$ cat src/rtl/src_pkg.sv
// Shared definitions for the src result path and its downstream consumers.
// Holds the window-statistics FSM encoding and the common result width.
package src_pkg;

    localparam int NB_o_sum2 = 6;

    typedef enum logic {
        ST_IDLE  = 1'b0,
        ST_ACCUM = 1'b1
    } state_e;

endpackage

$ cat src/rtl/src_window_stats_sat_counter.sv
// Saturating up-counter with synchronous clear; exposes the next count so the
// owner can publish the value that includes the current increment.
module sat_counter #(
    parameter int NB = 4
) (
    input  logic          clk,
    input  logic          rst_n,
    input  logic          clr,
    input  logic          inc,
    output logic [NB-1:0] o_count_next
);

    localparam logic [NB-1:0] COUNT_MAX = '1;

    logic [NB-1:0] count_q;
    logic [NB-1:0] count_d;

    always_comb begin
        o_count_next = count_q;
        if (inc && (count_q != COUNT_MAX)) begin
            o_count_next = count_q + 1'b1;
        end
        count_d = clr ? '0 : o_count_next;
    end

    always_ff @(posedge clk or negedge rst_n) begin
        if (!rst_n) begin
            count_q <= '0;
        end else begin
            count_q <= count_d;
        end
    end

endmodule

$ cat src/rtl/src_window_stats.sv
// Groups accepted src results into windows of 2^LOG2_WIN samples and publishes
// truncated average, peak and saturating overflow count at each window end.
module src_window_stats
    import src_pkg::*;
#(
    parameter int NB_IN    = NB_o_sum2,
    parameter int LOG2_WIN = 3,
    parameter int NB_CNT   = 4
) (
    input  logic              clk,
    input  logic              i_rst_n,
    input  logic              i_valid,
    input  logic [NB_IN-1:0]  i_data,
    input  logic              i_overflow,
    input  logic              i_clear,
    output logic              o_valid,
    output logic [NB_IN-1:0]  o_avg,
    output logic [NB_IN-1:0]  o_peak,
    output logic [NB_CNT-1:0] o_ovf_cnt,
    output logic              o_busy
);

    localparam int NB_ACC = NB_IN + LOG2_WIN;
    // A zero-width sample counter is not legal, so LOG2_WIN=0 keeps one bit pinned at 0.
    localparam int NB_SMP = (LOG2_WIN > 0) ? LOG2_WIN : 1;
    localparam logic [NB_SMP-1:0] LAST_CNT = NB_SMP'((1 << LOG2_WIN) - 1);

    state_e              state_q, state_d;
    logic [NB_ACC-1:0]   acc_q, acc_d;
    logic [NB_IN-1:0]    peak_q, peak_d;
    logic [NB_SMP-1:0]   cnt_q, cnt_d;
    logic                valid_q, valid_d;
    logic [NB_IN-1:0]    avg_out_q, avg_out_d;
    logic [NB_IN-1:0]    peak_out_q, peak_out_d;
    logic [NB_CNT-1:0]   ovf_out_q, ovf_out_d;

    logic                accept;
    logic                win_done;
    logic [NB_ACC-1:0]   acc_sum;
    logic [NB_IN-1:0]    peak_max;
    logic                ovf_clr;
    logic                ovf_inc;
    logic [NB_CNT-1:0]   ovf_next;

    sat_counter #(
        .NB (NB_CNT)
    ) u_ovf_cnt (
        .clk          (clk),
        .rst_n        (i_rst_n),
        .clr          (ovf_clr),
        .inc          (ovf_inc),
        .o_count_next (ovf_next)
    );

    // Internal registers are zero whenever IDLE, so the first sample of a
    // window can share the accumulate path instead of a separate load path.
    always_comb begin
        accept   = i_valid && !i_clear;
        win_done = accept && (cnt_q == LAST_CNT);
        acc_sum  = acc_q + NB_ACC'(i_data);
        peak_max = (i_data > peak_q) ? i_data : peak_q;
        ovf_inc  = accept && i_overflow;

        state_d    = state_q;
        acc_d      = acc_q;
        peak_d     = peak_q;
        cnt_d      = cnt_q;
        ovf_clr    = 1'b0;
        valid_d    = 1'b0;
        avg_out_d  = avg_out_q;
        peak_out_d = peak_out_q;
        ovf_out_d  = ovf_out_q;

        if (i_clear || win_done) begin
            state_d = ST_IDLE;
            acc_d   = '0;
            peak_d  = '0;
            cnt_d   = '0;
            ovf_clr = 1'b1;
        end else if (accept) begin
            state_d = ST_ACCUM;
            acc_d   = acc_sum;
            peak_d  = peak_max;
            cnt_d   = cnt_q + 1'b1;
        end

        if (win_done) begin
            valid_d    = 1'b1;
            avg_out_d  = NB_IN'(acc_sum >> LOG2_WIN);
            peak_out_d = peak_max;
            ovf_out_d  = ovf_next;
        end
    end

    always_ff @(posedge clk or negedge i_rst_n) begin
        if (!i_rst_n) begin
            state_q    <= ST_IDLE;
            acc_q      <= '0;
            peak_q     <= '0;
            cnt_q      <= '0;
            valid_q    <= 1'b0;
            avg_out_q  <= '0;
            peak_out_q <= '0;
            ovf_out_q  <= '0;
        end else begin
            state_q    <= state_d;
            acc_q      <= acc_d;
            peak_q     <= peak_d;
            cnt_q      <= cnt_d;
            valid_q    <= valid_d;
            avg_out_q  <= avg_out_d;
            peak_out_q <= peak_out_d;
            ovf_out_q  <= ovf_out_d;
        end
    end

    assign o_valid   = valid_q;
    assign o_avg     = avg_out_q;
    assign o_peak    = peak_out_q;
    assign o_ovf_cnt = ovf_out_q;
    assign o_busy    = (state_q == ST_ACCUM);

endmodule

$ cat config.mk
export PLATFORM = sky130hd
export DESIGN_NAME = src_window_stats
export DESIGN_NICKNAME = d
export VERILOG_FILES = /design/src/rtl/src_pkg.sv /design/src/rtl/src_window_stats_sat_counter.sv /design/src/rtl/src_window_stats.sv
export SDC_FILE = /design/constraint.sdc
export NUM_CORES = 1
export LEC_CHECK = 0
export CAP_MARGIN = 20
export CORE_MARGIN = 2
export CORE_UTILIZATION = 49
export DETAILED_ROUTE_END_ITERATION = 8
export PLACE_DENSITY = 0.85
export SYNTH_ARGS = -nofsm -noshare
export SYNTH_HDL_FRONTEND = slang
export SYNTH_SLANG_ARGS = --single-unit
$ cat constraint.sdc
create_clock -name clk -period 1.62 [get_ports clk]
set_input_delay 0.162 -clock clk [delete_from_list [all_inputs] [get_ports clk]]
set_output_delay 0.162 -clock clk [all_outputs]
set_load 0.1 [all_outputs]
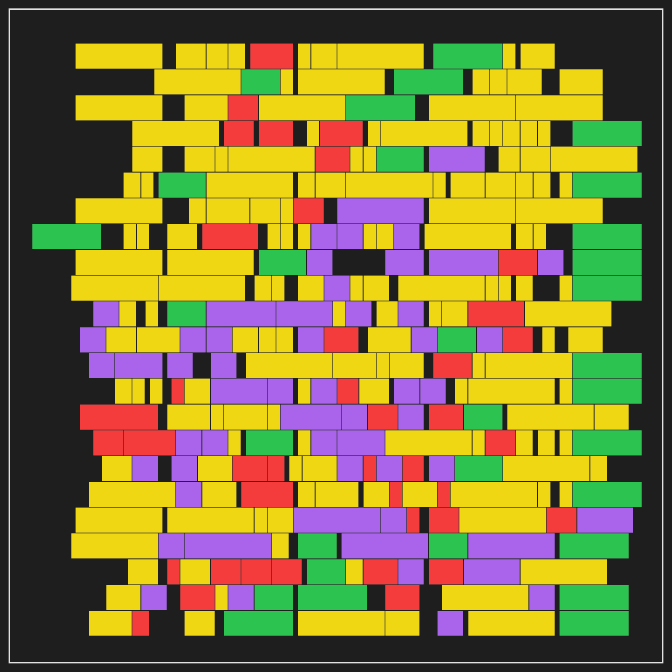
**Above:** run 1 (sizing map).
legend:
  purple:
    size: _3 and _4 cells
    cells: 56
  red:
    size: _2 cells
    cells: 40
  yellow:
    size: _0 and _1 cells
    cells: 160
  green:
    size: _6 and larger
    cells: 31

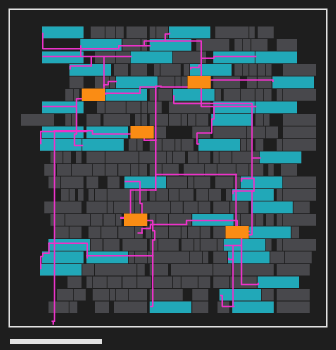
**Above:** run 1 (clock network drawn from the DEF).
Scale bar: 20 µm.
legend:
  orange:
    item: clock drivers
    count: 5
  cyan:
    item: flip-flops
    count: 40
  magenta:
    item: clock wires
    length: 552 µm
flops lie: widely spread
routed clock nets: 6

==> results.rst, run 1 <==
Synthesis and place-and-route
=============================

.. list-table::
   :header-rows: 1

   * - Metric
     - Value
   * - Final HPWL from detailed placement
     - roughly 3600 µm
   * - Clock buffer count in the final layout
     - 6
   * - Number of non-clock buffers in the layout
     - a little under 80
   * - Most common logic cells in the final layout
     - sky130_fd_sc_hd__dfrtp_1 (40), sky130_fd_sc_hd__buf_4 (40), sky130_fd_sc_hd__nand2_1 (30)
   * - Total combinational power
     - between 700 and 800 µW
   * - Sequential portion of the cell area
     - 0.3023
   * - Number of non-clock inverters in the layout
     - 11
   * - Result of the run
     - finished, violations left
   * - Cell kind with the greatest summed area
     - multi-input combinational cells
   * - First-pass GRT wire length
     - slightly below 10000 µm
   * - Normalized max-slew margin
     - 0.6552
   * - Count of warnings emitted by yosys
     - 0
   * - Distinct cell type count of the synthesized netlist
     - 34
   * - AO/OA Area Share
     - 0.1928
   * - Critical path start-end classification
     - flip-flop to flip-flop
   * - Instance tally after logic synthesis
     - 209
   * - Part of the cycle the worst path needs
     - 1.225
   * - Initial antenna violation count
     - 0
   * - Power Density
     - between 700 and 800 nW/µm²
   * - Number of nets in the final layout
     - between 300 and 400
   * - Clock-cell share of area
     - 0.02343
   * - Post-Syn Area
     - around 2100 µm²
   * - Hold violation total from the final report
     - 0
   * - # clock sinks
     - 40
   * - TritonCTS clock tree
     - done
   * - Minimum hold slack
     - 389.2 ps
   * - Unrepaired setup endpoints after global routing
     - true
   * - Top cell type's share of synthesized area
     - 0.4866
   * - Antenna Nets Post-Route
     - 0
   * - Placement Setup Slack
     - -621.0 ps
   * - Startpoint of the most critical register-to-register path
     - acc_q[0]$_DFFE_PN0P_
   * - Total power draw
     - around 2500 µW
   * - Kind of path behind the tightest hold check
     - input pin to flip-flop
   * - Combinational share of power
     - 0.304
   * - Final Setup Violations
     - 24
   * - Kind of launch point of the worst setup path
     - flip-flop
   * - Number of global-route vias before repair
     - between 1500 and 2000
   * - Pre-placement core utilization
     - 0.5106
   * - 1st-iter DRT viols
     - ~350
   * - Endpoint of the most critical setup path
     - acc_q[8]$_DFFE_PN0P_
   * - Seq/Total Area, Yosys
     - 0.4866
   * - Number of antenna diodes
     - 0
   * - Critical path's top delay family
     - AND-OR/OR-AND gates
   * - Flip-flop and latch area
     - about 1000 µm²
   * - Hold-fix buffers at CTS
     - 1
   * - Final RePlAce weighted congestion
     - 0.8772
   * - Cell types with the highest counts after synthesis
     - sky130_fd_sc_hd__dfrtp_1 (40), sky130_fd_sc_hd__nand2_1 (31), sky130_fd_sc_hd__o21ai_0 (18)
   * - Failing checks
     - setup timing
   * - Routed length on met3
     - 764 µm
   * - Post-synthesis to final-layout area growth
     - 60.95%
   * - CTS root buffer
     - sky130_fd_sc_hd__clkbuf_8
   * - Routed wire length
     - roughly 7500 µm
   * - Met3 Use GR
     - 0.06818
   * - Top Ports
     - 29
   * - Asr flop ratio synth
     - 1.000
   * - PortBufs
     - 28
   * - Fraction of area in multi-input gates
     - 0.3840
   * - Highest Clock Rate
     - ~0.50 GHz
   * - Busiest layer in global routing
     - met2
   * - Die height
     - approximately 69 µm
   * - Top cell type by instance count after synthesis
     - sky130_fd_sc_hd__dfrtp_1
   * - Number of iterations in the first detailed-routing pass
     - 5
   * - Met1 Usage GRT
     - 0.3587
   * - Final setup slack of the worst path
     - -363.8 ps
   * - Overall Global Routing Usage
     - 0.2881
   * - Stages on worst setup path
     - 8
   * - Multi-input logic area
     - ~1300 µm²
   * - Post-cts repair resize count
     - 28
   * - Combined buffer and inverter count along the critical path
     - 1
   * - Reg2Reg Depth
     - 8
   * - Dominant combinational family
     - AND-OR/OR-AND gates
   * - Buffer share of cell area
     - 0.2589
   * - Post-synthesis cell type with the largest combined area
     - sky130_fd_sc_hd__dfrtp_1
   * - Launch point of the worst hold path
     - i_data[0]
   * - Critical R2R Capture
     - acc_q[8]$_DFFE_PN0P_
   * - Floorplan Nets
     - 236
   * - Internal Dissipation
     - ~1700 µW
   * - XOR Share, Synth
     - 0.02981
   * - DRC
     - 0
   * - Sequential-cell power consumption
     - 1080 µW
   * - GR met2 Demand/Resource
     - 0.4531
   * - Register bit count reported by yosys
     - 40
   * - Chip Area, Yosys
     - 2057 µm²
   * - Hold Path Depth
     - 4
   * - Maximum number of pins on one net before global-route repair
     - about 41
   * - Total die size
     - between 4000 and 5000 µm²
   * - Average cell area after synthesis
     - just under 10 µm²
   * - Uppermost routed layer
     - met4
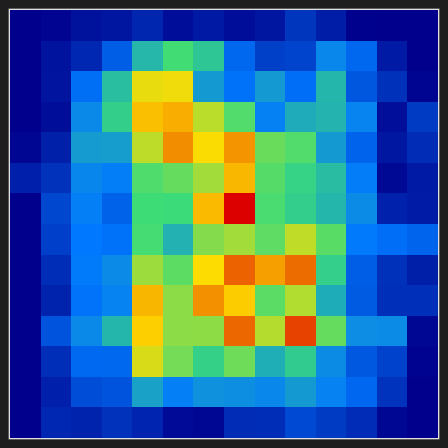
**Above:** run 1 (signal metal coverage by tile).
14 x 14 tiles, from dark blue (low) to red (high), scaled to the fullest tile. Values are wire area over tile area, all layers added.
tiles over half the peak: 26%
mean over tiles: 0.28
densest ninth of the die: center
nearly empty tiles: 13%
fullest tile: 0.93

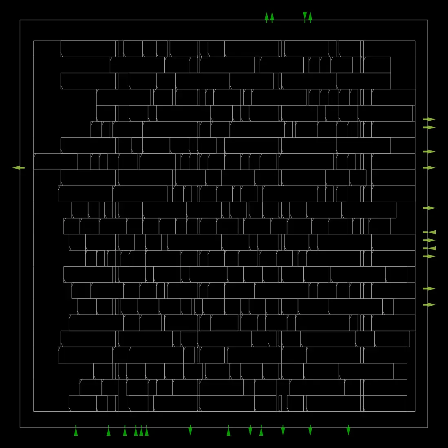
**Above:** run 1 (placed standard cells).
Core Region: 4029 µm²
non-filler cells, final: 337
Finished Core Util: 0.8217

==> inputs of run 2 (changes only) <==
--- a/config.mk
+++ b/config.mk
@@ -5,9 +5,8 @@
 export SDC_FILE = /design/constraint.sdc
 export NUM_CORES = 1
 export LEC_CHECK = 0
-export CAP_MARGIN = 20
-export CORE_MARGIN = 2
 export CORE_UTILIZATION = 49
+export CTS_CLUSTER_SIZE = 14
 export DETAILED_ROUTE_END_ITERATION = 8
 export PLACE_DENSITY = 0.85
 export SYNTH_ARGS = -nofsm -noshare
==> run 2 against run 1 <==
The flow still finishes with violations (setup timing). Setup slack improved by 21 ps. Global-route usage increased by 1.5 points. Design area fell by 1.7%. Flip-flop count is the same. Register-to-register slack gained 20 ps. Fmax up 1.1%. Total power grew 6.4%. Critical path type unchanged.
==> results.rst, run 2 <==
Synthesis and place-and-route
=============================

.. list-table::
   :header-rows: 1

   * - Metric
     - Value
   * - Part of the cycle the worst path needs
     - 1.211 (-0.01326)
   * - Die height
     - 66.79 µm (-2.9%)
   * - Final setup slack of the worst path
     - -342.3 ps (+21.48 ps)
   * - Sequential portion of the cell area
     - 0.3076 (+0.005231)
   * - Number of antenna diodes
     - 0 (unchanged)
   * - Unrepaired setup endpoints after global routing
     - true
   * - GR met2 Demand/Resource
     - 0.4785 (+0.02541)
   * - Number of global-route vias before repair
     - 1968 (-0.25%)
   * - Met3 Use GR
     - 0.1045 (+0.03627)
   * - Floorplan Nets
     - 236 (unchanged)
   * - Top cell type by instance count after synthesis
     - sky130_fd_sc_hd__dfrtp_1
   * - Post-Syn Area
     - 2057 µm² (unchanged)
   * - Routed length on met3
     - 552 µm (-28%)
   * - Most common logic cells in the final layout
     - sky130_fd_sc_hd__buf_4 (44), sky130_fd_sc_hd__dfrtp_1 (40), sky130_fd_sc_hd__nand2_1 (31)
   * - Kind of launch point of the worst setup path
     - flip-flop
   * - Busiest layer in global routing
     - met2
   * - Routed wire length
     - 6777 µm (-10%)
   * - Post-synthesis to final-layout area growth
     - 58.21%
   * - Number of non-clock inverters in the layout
     - 11 (unchanged)
   * - Reg2Reg Depth
     - 8 (unchanged)
   * - Top Ports
     - 29 (unchanged)
   * - Multi-input logic area
     - 1202 µm² (-5.4%)
   * - Maximum number of pins on one net before global-route repair
     - 41 (unchanged)
   * - Distinct cell type count of the synthesized netlist
     - 34 (unchanged)
   * - Overall Global Routing Usage
     - 0.3031 (+0.01499)
   * - Antenna Nets Post-Route
     - 0 (unchanged)
   * - Dominant combinational family
     - AND-OR/OR-AND gates
   * - Post-cts repair resize count
     - 26 (-7.1%)
   * - XOR Share, Synth
     - 0.02981 (unchanged)
   * - Final Setup Violations
     - 20 (-17%)
   * - Power Density
     - 817.1 nW/µm² (+8.3%)
   * - Average cell area after synthesis
     - 9.842 µm² (unchanged)
   * - Critical R2R Capture
     - acc_q[6]$_DFFE_PN0P_
   * - Minimum hold slack
     - 340.2 ps (-49.07 ps)
   * - Total die size
     - 4461 µm² (-5.7%)
   * - Cell kind with the greatest summed area
     - multi-input combinational cells
   * - Result of the run
     - finished, violations left
   * - Hold Path Depth
     - 4 (unchanged)
   * - Uppermost routed layer
     - met4
   * - Normalized max-slew margin
     - 0.6659 (+0.01074)
   * - Count of warnings emitted by yosys
     - 0 (unchanged)
   * - Number of non-clock buffers in the layout
     - 76 (-1.3%)
   * - Number of iterations in the first detailed-routing pass
     - 5 (unchanged)
   * - # clock sinks
     - 40 (unchanged)
   * - Pre-placement core utilization
     - 0.5106 (unchanged)
   * - Core Region
     - 4029 µm² (unchanged)
   * - Non-filler cells, final
     - 337 (unchanged)
   * - Endpoint of the most critical setup path
     - acc_q[6]$_DFFE_PN0P_
   * - Number of nets in the final layout
     - 313 (-0.32%)
   * - Highest Clock Rate
     - 0.5096 GHz (+1.1%)
   * - CTS root buffer
     - sky130_fd_sc_hd__clkbuf_8
   * - DRC
     - 0 (unchanged)
   * - Instance tally after logic synthesis
     - 209 (unchanged)
   * - Seq/Total Area, Yosys
     - 0.4866 (unchanged)
   * - Failing checks
     - setup timing
   * - Asr flop ratio synth
     - 1.000 (unchanged)
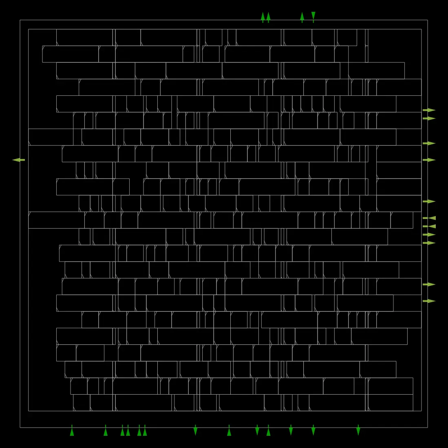
**Above:** run 2 (placed standard cells).
Filler Cells Inserted: 214
Finished Core Util: 0.8078
row cnt: 23

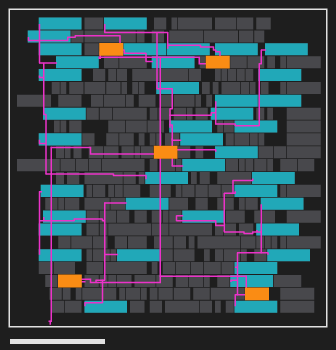
**Above:** run 2 (clock network drawn from the DEF).
Scale bar: 20 µm.
Power Clock: 868 µW
clock network fraction of total power: 0.326

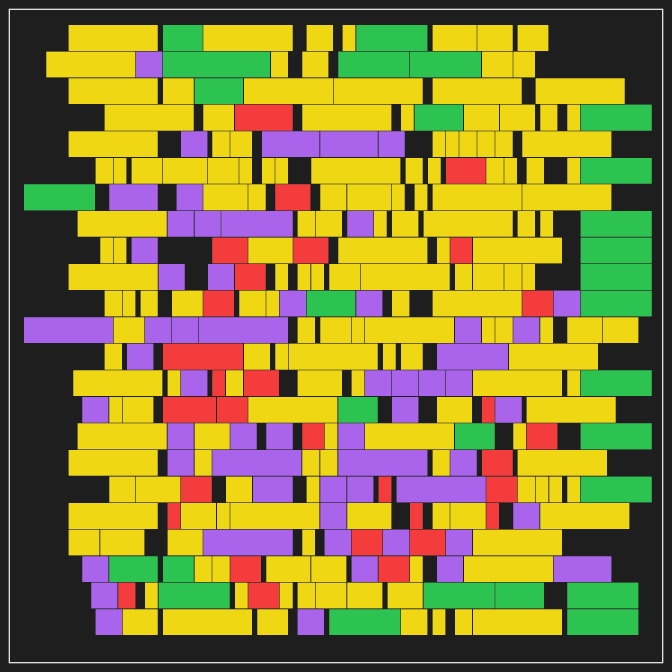
**Above:** run 2 (sizing map).
legend:
  purple:
    size: _3 and _4 cells
    cells: 58
  yellow:
    size: _0 and _1 cells
    cells: 171
  green:
    size: _6 and larger
    cells: 28
  red:
    size: _2 cells
    cells: 30

==> inputs of run 3 (changes only) <==
--- a/config.mk
+++ b/config.mk
@@ -5,6 +5,7 @@
 export SDC_FILE = /design/constraint.sdc
 export NUM_CORES = 1
 export LEC_CHECK = 0
+export ABC_CLOCK_PERIOD_IN_PS = 1620
 export CORE_UTILIZATION = 49
 export CTS_CLUSTER_SIZE = 14
 export DETAILED_ROUTE_END_ITERATION = 8
==> run 3 against run 2 <==
The run still ends with setup timing left. Global-route usage unchanged. Clock power about the same. Worst hold slack unchanged. Non-clock buffer count unchanged. Synthesized area unchanged. Critical endpoint unchanged. Largest cell class unchanged.
==> results.rst, run 3 <==
Synthesis and place-and-route
=============================

.. list-table::
   :header-rows: 1

   * - Metric
     - Value
   * - Floorplan Nets
     - 236 (unchanged)
   * - Antenna Nets Post-Route
     - 0 (unchanged)
   * - Cts bufs inserted
     - 5
   * - Endpoint of the most critical setup path
     - acc_q[6]$_DFFE_PN0P_
   * - Dominant combinational family
     - AND-OR/OR-AND gates
   * - GR met2 Demand/Resource
     - 0.4785 (unchanged)
   * - Sequential portion of the cell area
     - 0.3076 (unchanged)
   * - Normalized max-slew margin
     - 0.6659 (unchanged)
   * - Number of non-clock inverters in the layout
     - 11 (unchanged)
   * - Final slew viol count
     - 0
   * - Distinct cell type count of the synthesized netlist
     - 34 (unchanged)
   * - Die height
     - 66.79 µm (unchanged)
   * - Non-filler cells, final
     - 337 (unchanged)
   * - Clock Latency Late Sink
     - between 300 and 400 ps
   * - Minimum hold slack
     - 340.2 ps (unchanged)
   * - Total die size
     - 4461 µm² (unchanged)
   * - Top cell type by instance count after synthesis
     - sky130_fd_sc_hd__dfrtp_1
   * - Kind of launch point of the worst setup path
     - flip-flop
   * - Routed wire length
     - 6777 µm (unchanged)
   * - Filler Cells Inserted
     - 214 (unchanged)
   * - Unrepaired setup endpoints after global routing
     - true
   * - Hold violation total from the final report
     - 0
   * - Cell types with the highest counts after synthesis
     - sky130_fd_sc_hd__dfrtp_1 (40), sky130_fd_sc_hd__nand2_1 (31), sky130_fd_sc_hd__o21ai_0 (18)
   * - Final Setup Violations
     - 20 (unchanged)
   * - Instance tally after logic synthesis
     - 209 (unchanged)
   * - Routed length on met3
     - 552 µm (unchanged)
   * - Highest Clock Rate
     - 0.5096 GHz (unchanged)
   * - Power Clock
     - 868 µW (about the same)
   * - Final design area excluding fillers
     - 3254 µm²
   * - Overall Global Routing Usage
     - 0.3031 (unchanged)
   * - Uppermost routed layer
     - met4
   * - Number of iterations in the first detailed-routing pass
     - 5 (unchanged)
   * - Cell count after placement
     - 317
   * - Result of the run
     - finished, violations left
   * - # clock sinks
     - 40 (unchanged)
   * - Maximum fanout count along the critical path
     - 3
   * - Number of non-clock buffers in the layout
     - 76 (unchanged)
   * - Number of setup buffers added after CTS
     - 4
   * - XOR Share, Synth
     - 0.02981 (unchanged)
   * - DRC
     - 0 (unchanged)
   * - Post-cts repair resize count
     - 26 (unchanged)
   * - DR vias
     - 2046
   * - Commonest non-fill, non-tap cell in the layout
     - sky130_fd_sc_hd__buf_4
   * - Seq/Total Area, Yosys
     - 0.4866 (unchanged)
   * - Post-Syn Area
     - 2057 µm² (unchanged)
   * - Finished Core Util
     - 0.8078 (unchanged)
   * - Critical R2R Capture
     - acc_q[6]$_DFFE_PN0P_
   * - Clock network fraction of total power
     - 0.326 (about the same)
   * - Metal2 WL
     - roughly 3300 µm
   * - Asr flop ratio synth
     - 1.000 (unchanged)
   * - Pre-placement core utilization
     - 0.5106 (unchanged)
   * - Final RePlAce weighted congestion
     - ~0.95
   * - Number of antenna diodes
     - 0 (unchanged)
   * - Multi-input logic area
     - 1202 µm² (unchanged)
   * - Most common logic cells in the final layout
     - sky130_fd_sc_hd__buf_4 (44), sky130_fd_sc_hd__dfrtp_1 (40), sky130_fd_sc_hd__nand2_1 (31)
   * - Total Neg Setup Slack
     - -5363 ps
   * - Part of the cycle the worst path needs
     - 1.211 (unchanged)
   * - Startpoint of the most critical register-to-register path
     - acc_q[0]$_DFFE_PN0P_
   * - Buffer share of cell area
     - 0.2557
   * - Average cell area after synthesis
     - 9.842 µm² (unchanged)
   * - Initial antenna violation count
     - 0
   * - Busiest layer in global routing
     - met2
   * - Post-synthesis to final-layout area growth
     - 58.21% (unchanged)
   * - Flip-flop and latch area
     - around 1000 µm²
   * - CTS root buffer
     - sky130_fd_sc_hd__clkbuf_8
   * - Worst slew pin tran
     - about 500 ps
   * - Count of warnings emitted by yosys
     - 0 (unchanged)
   * - Power Density
     - 817.1 nW/µm² (unchanged)
   * - Launching element of the worst setup path
     - acc_q[0]$_DFFE_PN0P_
   * - Row cnt
     - 23 (unchanged)
   * - Hold worst-path end
     - o_peak[4]$_DFFE_PN0P_
   * - Failing checks
     - setup timing
   * - Top Ports
     - 29 (unchanged)
   * - Hold Path Depth
     - 4 (unchanged)
   * - Number of global-route vias before repair
     - 1968 (unchanged)
   * - Maximum number of pins on one net before global-route repair
     - 41 (unchanged)
   * - Cell kind with the greatest summed area
     - multi-input combinational cells
   * - Critical path start-end classification
     - flip-flop to flip-flop
   * - Final setup slack of the worst path
     - -342.3 ps (unchanged)
   * - Critical path's top delay family
     - AND-OR/OR-AND gates
   * - Met3 Use GR
     - 0.1045 (unchanged)
   * - Combinational share of power
     - 0.269
   * - Reg2Reg Depth
     - 8 (unchanged)
   * - Fraction of power consumed by sequential logic
     - 0.405
   * - Core Region
     - 4029 µm² (unchanged)
   * - Number of nets in the final layout
     - 313 (unchanged)
   * - Comb gates
     - between 150 and 200
   * - Crit path DRT
     - ~1900 ps
   * - AO/OA Area Share
     - 0.1928
   * - Number of enable flip-flop cells
     - 0
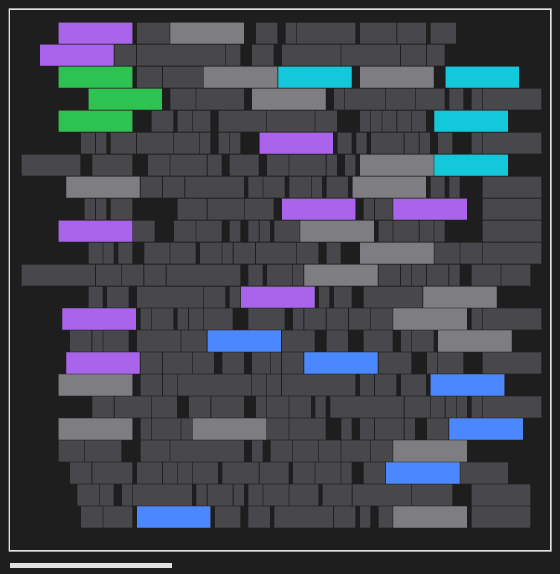
**Above:** run 3 (register map, names as in the netlist).
Scale bar: 20 µm. Other sequential cells in the stronger gray, the rest of the logic in the fainter gray.
legend:
  blue:
    signal: `o_peak`
    sequential_cells: 6
  cyan:
    signal: `o_ovf_cnt`
    sequential_cells: 4
    where: upper right
  green:
    signal: `cnt_q`
    sequential_cells: 3
  purple:
    signal: `acc_q`
    sequential_cells: 9
not colored: 18

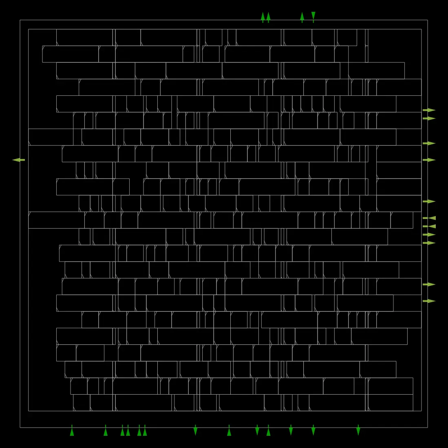
**Above:** run 3 (placed standard cells).
tap cell count: 50
FFs & Latches: 40

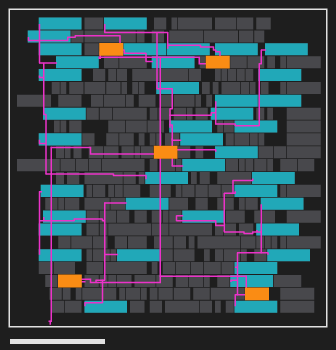
**Above:** run 3 (clock network drawn from the DEF).
Scale bar: 20 µm.
legend:
  magenta:
    item: clock wires
    length: 541 µm
  cyan:
    item: flip-flops
    count: 40
  orange:
    item: clock drivers
    count: 5
routed clock nets: 6

No activity file was given, so power comes from the tool's default toggle rates.
